[config.mk]
export PLATFORM = sky130hd
export DESIGN_NAME = perceptron_mac_sequencer
export DESIGN_NICKNAME = d
export VERILOG_FILES = /design/src/rtl/perceptron_pkg.sv /design/src/rtl/fixed_point_multiplier.sv /design/src/rtl/perceptron_mac_sequencer.sv
export SDC_FILE = /design/constraint.sdc
export NUM_CORES = 2
export LEC_CHECK = 0
export CORE_UTILIZATION = 46
export CTS_BUF_LIST = sky130_fd_sc_hd__clkbuf_4 sky130_fd_sc_hd__clkbuf_8 sky130_fd_sc_hd__clkbuf_16
export CTS_CLUSTER_DIAMETER = 120
export DETAILED_ROUTE_END_ITERATION = 6
export DONT_BUFFER_PORTS = 1
export HOLD_SLACK_MARGIN = 0.1
export MAX_ROUTING_LAYER = met4
export PLACE_DENSITY_LB_ADDON = 0.3
export SLEW_MARGIN = 20
export SYNTH_ARGS = -nofsm -noshare
export SYNTH_HDL_FRONTEND = slang
export SYNTH_SLANG_ARGS = --single-unit
[constraint.sdc]
create_clock -name clk_in -period 14.2 [get_ports clk_in]
set_input_delay 1.42 -clock clk_in [delete_from_list [all_inputs] [get_ports clk_in]]
set_output_delay 1.42 -clock clk_in [all_outputs]
set_load 0.01 [all_outputs]
[src/rtl/perceptron_pkg.sv]
// Purpose : shared fixed-point types and helpers for the perceptron datapath
//           (Q15.16 sign-magnitude words, MAC sequencer states, format conversions).
// Ports   : none (package); imported by the MAC sequencer, the multiplier and neuron-level blocks.
package perceptron_pkg;

  localparam int FX_SIGN = 1;
  localparam int FX_Q_M  = 15;
  localparam int FX_Q_N  = 16;
  localparam int W       = FX_SIGN + FX_Q_M + FX_Q_N;

  // Helpers work at a fixed wide width so callers with any guard size can
  // size-cast the result down to their own accumulator width.
  localparam int WIDE_W  = 64;

  typedef logic [W-1:0]               fixed_t;
  typedef logic signed [WIDE_W-1:0]   wide_t;

  typedef enum logic [2:0] {
    IDLE  = 3'd0,
    RUN   = 3'd1,
    DRAIN = 3'd2,
    SAT   = 3'd3,
    DONE  = 3'd4
  } mac_state_t;

  typedef struct packed {
    logic                sat;
    logic signed [W-1:0] val;
  } sat_res_t;

  // Largest representable sign-magnitude magnitude: 2^(W-1)-1.
  localparam wide_t SAT_MAX = wide_t'((64'sd1 <<< (W - 1)) - 64'sd1);

  // Sign-magnitude to two's complement; -0 negates to 0.
  function automatic wide_t sm2tc(input fixed_t v);
    wide_t mag;
    mag = wide_t'({{(WIDE_W - W + 1){1'b0}}, v[W-2:0]});
    return v[W-1] ? -mag : mag;
  endfunction

  // Clamp to the symmetric sign-magnitude range +/-(2^(W-1)-1).
  function automatic sat_res_t sat_clamp(input wide_t a);
    sat_res_t r;
    wide_t    neg_max;
    neg_max = -SAT_MAX;
    r.sat   = 1'b0;
    r.val   = a[W-1:0];
    if (a > SAT_MAX) begin
      r.sat = 1'b1;
      r.val = SAT_MAX[W-1:0];
    end else if (a < neg_max) begin
      r.sat = 1'b1;
      r.val = neg_max[W-1:0];
    end
    return r;
  endfunction

  // Two's complement to sign-magnitude; zero always comes out as +0.
  // Input must already be clamped, so -2^(W-1) never reaches here.
  function automatic fixed_t tc2sm(input logic signed [W-1:0] v);
    logic signed [W-1:0] mag;
    mag = -v;
    if (v < 0) begin
      return {1'b1, mag[W-2:0]};
    end
    return {1'b0, v[W-2:0]};
  endfunction

endpackage

[src/rtl/fixed_point_multiplier.sv]
// Purpose : combinational sign-magnitude Q15.16 multiply.
// Latency : 0 cycles (pure combinational). Backpressure: none.
// Ports   : a_in, b_in operands; p_out product (magnitude floored, bits above W-2 dropped).
module fixed_point_multiplier
  import perceptron_pkg::*;
(
  input  fixed_t a_in,
  input  fixed_t b_in,
  output fixed_t p_out
);

  localparam int MW = W - 1;

  logic [2*MW-1:0] a_ext;
  logic [2*MW-1:0] b_ext;
  logic [2*MW-1:0] mag_full;
  logic            unused_mag_bits;

  assign a_ext    = {{MW{1'b0}}, a_in[W-2:0]};
  assign b_ext    = {{MW{1'b0}}, b_in[W-2:0]};
  assign mag_full = a_ext * b_ext;

  // Dropping the low Q_N bits floors the magnitude; overflow above the
  // word is discarded silently, callers size their operands accordingly.
  assign p_out = {a_in[W-1] ^ b_in[W-1], mag_full[FX_Q_N +: MW]};

  assign unused_mag_bits = ^{mag_full[2*MW-1:FX_Q_N+MW], mag_full[FX_Q_N-1:0]};

endmodule

[src/rtl/perceptron_mac_sequencer.sv]
// Purpose : y = bias + sum(x[i]*w[i]) using one time-shared multiplier, saturating SM result.
// Latency : y_valid_out rises N_INPUTS+2 edges after the accepting edge.
// Backpressure: ready_out only in IDLE; result held in DONE until y_ready_in.
// Ports   : clk_in/rst_n_in (async active-low); start_in/ready_out request handshake;
//           x_vec_in/w_vec_in/bias_in operands sampled on accept;
//           y_valid_out/y_ready_in result handshake; y_out result; sat_out clamp flag.
module perceptron_mac_sequencer
  import perceptron_pkg::*;
#(
  parameter int SIGN      = 1,
  parameter int Q_M       = 15,
  parameter int Q_N       = 16,
  parameter int N_INPUTS  = 4,
  parameter int ACC_GUARD = 4
) (
  input  logic                  clk_in,
  input  logic                  rst_n_in,
  input  logic                  start_in,
  output logic                  ready_out,
  input  logic [N_INPUTS*W-1:0] x_vec_in,
  input  logic [N_INPUTS*W-1:0] w_vec_in,
  input  logic [W-1:0]          bias_in,
  output logic                  y_valid_out,
  input  logic                  y_ready_in,
  output logic [W-1:0]          y_out,
  output logic                  sat_out
);

  localparam int ACC_W = W + ACC_GUARD;
  localparam int IDX_W = (N_INPUTS > 1) ? $clog2(N_INPUTS) : 1;
  localparam logic [IDX_W-1:0] IDX_LAST = IDX_W'(N_INPUTS - 1);

  if (SIGN != 1 || SIGN + Q_M + Q_N != W) begin : g_fmt_chk
    $error("perceptron_mac_sequencer: word format must match perceptron_pkg");
  end
  if (N_INPUTS < 1) begin : g_n_chk
    $error("perceptron_mac_sequencer: N_INPUTS must be >= 1");
  end
  if (ACC_GUARD < $clog2(N_INPUTS + 1) + 1) begin : g_guard_chk
    $error("perceptron_mac_sequencer: ACC_GUARD too small for N_INPUTS");
  end
  if (ACC_W > WIDE_W) begin : g_wide_chk
    $error("perceptron_mac_sequencer: accumulator wider than package helpers");
  end

  mac_state_t               state_q, state_d;
  logic [IDX_W-1:0]         idx_q, idx_d;
  logic [N_INPUTS*W-1:0]    x_vec_q, x_vec_d;
  logic [N_INPUTS*W-1:0]    w_vec_q, w_vec_d;
  logic signed [ACC_W-1:0]  acc_q, acc_d;
  fixed_t                   prod_q, prod_d;
  fixed_t                   y_q, y_d;
  logic                     sat_q, sat_d;

  fixed_t                   x_sel;
  fixed_t                   w_sel;
  fixed_t                   mult_p;
  sat_res_t                 clamp;
  logic                     accept;

  assign accept = start_in && (state_q == IDLE);
  assign x_sel  = x_vec_q[idx_q*W +: W];
  assign w_sel  = w_vec_q[idx_q*W +: W];
  assign clamp  = sat_clamp(wide_t'(acc_q));

  fixed_point_multiplier u_mult (
    .a_in  (x_sel),
    .b_in  (w_sel),
    .p_out (mult_p)
  );

  // State register.
  always_ff @(posedge clk_in or negedge rst_n_in) begin
    if (!rst_n_in) begin
      state_q <= IDLE;
    end else begin
      state_q <= state_d;
    end
  end

  // Next-state logic.
  always_comb begin
    state_d = state_q;
    case (state_q)
      IDLE:    if (accept)            state_d = RUN;
      RUN:     if (idx_q == IDX_LAST) state_d = DRAIN;
      DRAIN:                          state_d = SAT;
      SAT:                            state_d = DONE;
      DONE:    if (y_ready_in)        state_d = IDLE;
      default:                        state_d = IDLE;
    endcase
  end

  // Datapath next values.
  always_comb begin
    idx_d   = idx_q;
    x_vec_d = x_vec_q;
    w_vec_d = w_vec_q;
    acc_d   = acc_q;
    prod_d  = prod_q;
    y_d     = y_q;
    sat_d   = sat_q;
    case (state_q)
      IDLE: begin
        if (accept) begin
          x_vec_d = x_vec_in;
          w_vec_d = w_vec_in;
          acc_d   = ACC_W'(sm2tc(bias_in));
          idx_d   = '0;
        end
      end
      RUN: begin
        prod_d = mult_p;
        idx_d  = idx_q + IDX_W'(1);
        // Accumulator trails the multiplier by one edge: on idx 0 prod_q
        // still holds a stale product, so nothing is added yet.
        if (idx_q != '0) begin
          acc_d = acc_q + ACC_W'(sm2tc(prod_q));
        end
      end
      DRAIN: begin
        acc_d = acc_q + ACC_W'(sm2tc(prod_q));
      end
      SAT: begin
        y_d   = tc2sm(clamp.val);
        sat_d = clamp.sat;
      end
      default: ;
    endcase
  end

  always_ff @(posedge clk_in or negedge rst_n_in) begin
    if (!rst_n_in) begin
      idx_q   <= '0;
      x_vec_q <= '0;
      w_vec_q <= '0;
      acc_q   <= '0;
      prod_q  <= '0;
      y_q     <= '0;
      sat_q   <= 1'b0;
    end else begin
      idx_q   <= idx_d;
      x_vec_q <= x_vec_d;
      w_vec_q <= w_vec_d;
      acc_q   <= acc_d;
      prod_q  <= prod_d;
      y_q     <= y_d;
      sat_q   <= sat_d;
    end
  end

  assign ready_out   = (state_q == IDLE);
  assign y_valid_out = (state_q == DONE);
  assign y_out       = y_q;
  assign sat_out     = sat_q;

endmodule
Fig. 1: pin placement
Pins as bars across the die edge, other pins in gray.
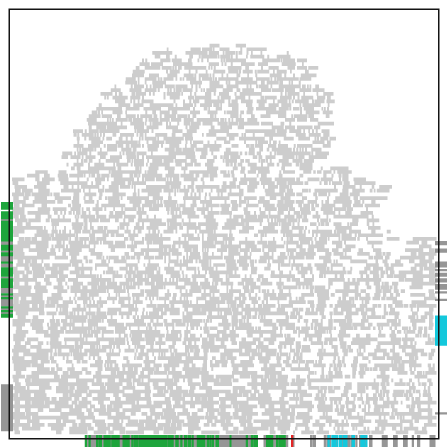
- green: w_vec_in (pins 128; direction input; edge 87 south, 41 west)
- cyan: bias_in (pins 32; direction input; edge 16 east, 16 south)
- red: y_ready_in (pins 1; direction input; edge south)
Die Ht: 313 µm
port buffer count: 0

Fig. 2: metal layers overlaid
The bar under the picture is 100 µm long.
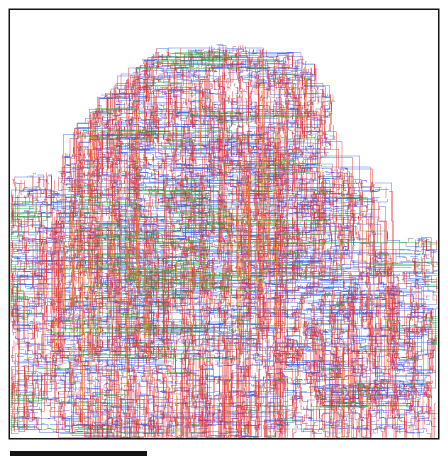
- green: met3 (wire length 11,000 µm)
- orange: met4 (wire length 6,230 µm)
- blue: met1 (wire length 51.7 mm)
- red: met2 (wire length 64.4 mm)
routed length per placed instance: 23.0 µm
drt total wl: 133,000 µm
total track usage: 0.286

Fig. 3: wires at chosen ports, followed through buffers
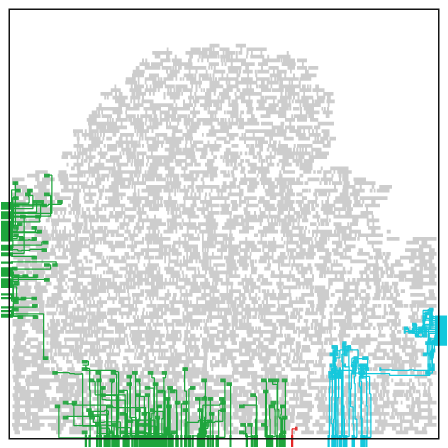
- red: y_ready_in (direction input; end cells 1; buffers 0; wire 8.60 µm)
- cyan: bias_in (direction input; end cells 78; buffers 0; wire 1,710 µm)
- green: w_vec_in (direction input; end cells 128; buffers 0; wire 3,940 µm)
top-level I/O count: 327

==> out/highlights.md <==
### Layout
• 0.493 — final core utilization
• fa_1 — leading cell type in the layout, fill and taps excluded
• 0.0246 — relative area of clock buffers and inverters in the final design
• 703 — Non-CTS inverters
• 362 — FFs & Latches
• 0.112 — fraction of layout instances using a drive strength above 1
• 5.76% — synthesis-to-layout area growth
• 10 — number of antenna diodes

### Final timing
• 98.8 MHz — upper clock frequency limit
• 0 — Final Slew Violations
• 1.27 ns — transition time of the tightest slew-check pin
• 0 ns — setup_tns
• false — RSZ-0062 raised after global routing
• 0.712 — share of the cycle needed by the critical path after routing

### Global route
• met2 — most used routing layer in global routing
• 11 — antenna violations before repair
• 363 — largest net degree at the start of global routing

### Job
• 33 — number of OpenROAD warnings
• 0 — Max Cap Violations

### Logic synthesis
• 0.204 — share of synthesized area occupied by flip-flops and latches
• 5,862 — syn_nets
• fa_1 — top cell type by instance count after synthesis
• 0 — Synth warnings
• 0.123 — synthesized-area fraction occupied by and/or/nand/nor cells
• adder cells — Top non-seq family
• 81 — number of unique standard cell types used by synthesis
• fa_1 — most area-hungry cell type in the Yosys netlist
• 44,500 µm² — chip area estimate from yosys synthesis
• 0 — count of library flops with an enable pin
• 1.00 — post-synthesis async set-or-reset flop share

### Critical path
• 61 — highest net fanout along the worst path
• dfrtp_4 — master of the slowest instance on the critical path
• 0.91 ns — Slowest Stage Delay on Critical Path
• idx_q[0] — first element of the critical path
• reg2reg — Setup CP Type
• fa_1 — CP dominant cell by count

### Floorplanning
• 113 — Cell Rows
• 313 µm — Die X-Extent
• 1,265 — tap cell instance count
• 95,400 µm² — core area
• 0.466 — share of the core filled by cells before placement

### CTS
• clkbuf_16 — root buffer cell

### Drt
• 0 — Antenna Nets Post-Route

### Status
• finished, final reports clean — status

### Placed design
• 45,800 µm² — Cell Area, Placed

==> worst max path at each step <==
stage	endpoint	slack, ns	cells after the start
after CTS	prod_q[29]	4.23	27
after global placement	prod_q[29]	4.38	27
after global routing	prod_q[29]	3.61	27
after floorplan	prod_q[30]	5.27	33
after detailed placement	prod_q[29]	4.24	27
final	prod_q[29]	4.08	27
==> routing by layer <==
| metal | part of all wire | vias to the layer above |
|---|---|---|
| met5 | 0 | - |
| met4 | 0.047 | 0 |
| met3 | 0.082 | 332 |
| met2 | 0.48 | 1392 |
| met1 | 0.39 | 16700 |
| li1 | - | 14300 |
